<file path="src/rtl/mole_spawner.sv">
// mole_spawner: LFSR-driven mole picker with ready handshake plus a per-level hit window timer.
module mole_spawner #(
  parameter int          CLK_FREQ_HZ = 50_000_000,
  parameter int          NUM_LEDS    = 18,
  parameter logic [31:0] LFSR_SEED   = 32'hACE1_1234,
  parameter int          WIN_L0_MS   = 2000,
  parameter int          WIN_L1_MS   = 1500,
  parameter int          WIN_L2_MS   = 1000,
  parameter int          WIN_L3_MS   = 600,
  parameter int          MAX_RETRY   = 16
) (
  input  logic                clk,
  input  logic                reset,
  input  logic                ready_for_mole,
  input  logic                timeout_start,
  input  logic [2:0]          level_select,
  output logic                rng_ready,
  output logic [NUM_LEDS-1:0] led_number,
  output logic                timeout
);
  localparam int MS_TICKS = CLK_FREQ_HZ / 1000;
  localparam int PW = MS_TICKS > 1 ? $clog2(MS_TICKS) : 1;
  localparam int LW = $clog2(NUM_LEDS + 1);
  localparam int RW = $clog2(MAX_RETRY + 1);
  localparam logic [31:0] TAPS = 32'h8020_0003;
  typedef enum logic [1:0] {G_IDLE, G_DRAW, G_PRESENT} g_state_t;
  g_state_t state, state_n;
  logic [31:0] lfsr;
  logic [LW-1:0] last_index, fallback, pick;
  logic [RW-1:0] retry;
  logic [4:0] cand;
  logic valid, exhausted, accept;
  logic start_d;
  logic [15:0] remaining_ms, window;
  logic [PW-1:0] presc;
  always_comb begin
    cand = lfsr[4:0];
    valid = (32'(cand) < NUM_LEDS) && (32'(cand) != 32'(last_index));
    exhausted = retry == RW'(MAX_RETRY);
    fallback = (32'(last_index) >= NUM_LEDS - 1) ? '0 : last_index + 1'b1;
    pick = exhausted ? fallback : LW'(cand);
    accept = (state == G_DRAW) && (exhausted || valid);
    state_n = state == G_IDLE ? (ready_for_mole ? G_DRAW : G_IDLE) :
              state == G_DRAW ? (accept ? G_PRESENT : G_DRAW) :
              (ready_for_mole ? G_PRESENT : G_IDLE);
    window = level_select == 3'b001 ? 16'(WIN_L1_MS) :
             level_select == 3'b010 ? 16'(WIN_L2_MS) :
             level_select == 3'b100 ? 16'(WIN_L3_MS) : 16'(WIN_L0_MS);
  end
  // The LFSR runs every cycle so request timing perturbs which value gets sampled.
  always_ff @(posedge clk) begin
    lfsr <= reset ? LFSR_SEED : ({1'b0, lfsr[31:1]} ^ (lfsr[0] ? TAPS : 32'h0));
    if (reset) begin
      state <= G_IDLE;
      last_index <= LW'(NUM_LEDS);
      retry <= '0;
      led_number <= '0;
      rng_ready <= 1'b0;
    end else begin
      state <= state_n;
      rng_ready <= state_n == G_PRESENT;
      retry <= (state == G_DRAW && !accept) ? retry + 1'b1 : '0;
      if (accept) begin
        led_number <= NUM_LEDS'(1) << pick;
        last_index <= pick;
      end
    end
  end
  always_ff @(posedge clk) begin
    if (reset) begin
      start_d <= 1'b0;
      remaining_ms <= '0;
      presc <= '0;
      timeout <= 1'b1;
    end else begin
      start_d <= timeout_start;
      if (timeout_start && !start_d) begin
        remaining_ms <= window;
        presc <= '0;
        timeout <= 1'b1;
      end else if (!timeout_start) begin
        timeout <= 1'b1;
      end else if (remaining_ms != 16'd0) begin
        if (presc == PW'(MS_TICKS - 1)) begin
          presc <= '0;
          remaining_ms <= remaining_ms - 16'd1;
          if (remaining_ms == 16'd1) timeout <= 1'b0;
        end else begin
          presc <= presc + 1'b1;
        end
      end
    end
  end
endmodule
</file>
<file path="config.mk">
export PLATFORM = sky130hd
export DESIGN_NAME = mole_spawner
export DESIGN_NICKNAME = d
export VERILOG_FILES = /design/src/rtl/mole_spawner.sv
export SDC_FILE = /design/constraint.sdc
export NUM_CORES = 1
export LEC_CHECK = 0
export CORE_MARGIN = 2
export CORE_UTILIZATION = 55
export DETAILED_ROUTE_END_ITERATION = 10
export PLACE_DENSITY_LB_ADDON = 0.12
export SLEW_MARGIN = 15
export SYNTH_ARGS = -nofsm -noshare
export SYNTH_HDL_FRONTEND = slang
export SYNTH_SLANG_ARGS = --single-unit
</file>
<file path="constraint.sdc">
create_clock -name clk -period 3.2 [get_ports clk]
set_clock_uncertainty 0.2 [all_clocks]
set_input_delay 0.32 -clock clk [delete_from_list [all_inputs] [get_ports clk]]
set_output_delay 0.32 -clock clk [all_outputs]
set_load 0.01 [all_outputs]
</file>
==> images/cell_classes.png <==
Scale: 3 px per um.
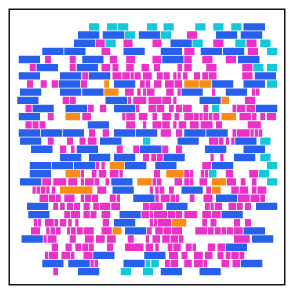
- blue: flip-flops (cells 97)
- orange: clock drivers and dummy loads (cells 16)
- magenta: all other logic (cells 319)
- cyan: other buffers and delay cells (cells 30)

==> images/port_nets.png <==
Scale: 4 px per um.
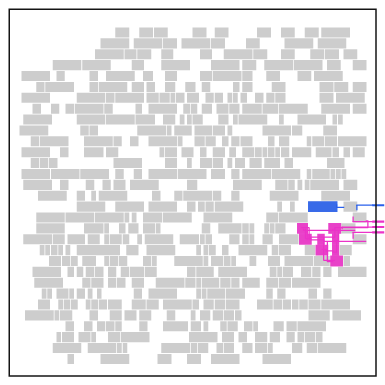
- blue: rng_ready (bits 1; direction output; edge right; end cells 1; buffers 1; wire 7.60 um)
- magenta: level_select (bits 3; direction input; edge right; end cells 8; buffers 3; wire 105 um)

==> images/clock_map.png <==
Scale: 3 px per um.
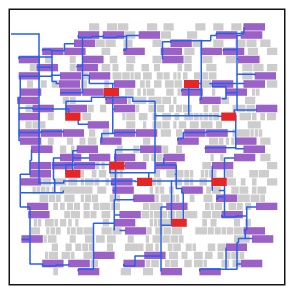
- purple: flip-flops (count 97)
- red: cells driving clock nets (count 9)
- blue: clock wires (length 1060 um)
- flops lie: spread over the die
- routed clock nets: 10

==> flow_summary_export.csv <==
group,metric,value,unit
finish,dominant_cells,"multi-input combinational cells",
drt,via_per_inst,5.69,
synth,avgSynthCellArea,9.44,um2
drt,vias,3191,
finish,n_antenna_cell,0,
final_timing,hold_violations,0,
floorplan,die_y,91.3,um
power_and_ir_drop,p_leak,1.64,nW
clocking,cts.repair.resized,0,
final_timing,tightest_slew,0.717,ns
critical_path,path_cells,"inv_1, ha_1, or4b_2, or4_4, nand3_4, nand2b_1, a21oi_1",
power_and_ir_drop,p_seq_share,55.3,%
clocking,max-clock-path-buffers,2,
floorplan,die_x,91.3,um
status,status,"complete, no violations",
clocking,cts_tree,"done",
finish,top_register,"lfsr",
floorplan,taps,99,
power_and_ir_drop,clk-power,824,uW
finish,drive_gt1_share,9.52,%
place,place_congestion,0.854,
finish,syn_to_final_growth,11.7,%
synth,synthTopCellsByArea,"dfxtp_1, nor2_1, xor2_1",
synth,synth_cells,444,
final_timing,rsz0062_at_grt,"false",
place,placed_cell_area,4470,um2
final_timing,hold_slack,0.111,ns
grt,overflow,0,
grt,grt_usage,20.3,%
clocking,cts-root-buf,"clkbuf_8",
clocking,post_cts_buffers,0,
synth,mux_share,0.239,%
place,dpl.hpwl,5290,um
clocking,clk_latency,0.36,ns
floorplan,coreArea,7330,um2
grt,grt_pass1_vias,2968,
min_path,min_path_type,"input pin to flop",
critical_path,endpoint_kind,"flop",
critical_path,r2r-end,"presc[1]$_SDFFE_PP0P_",
finish,flop_area,1940,um2
synth,most_common_cell,"dfxtp_1",
flow_run,maxCapViolCount,0,
floorplan,row_count,31,
Power and IR drop assume default switching activity.
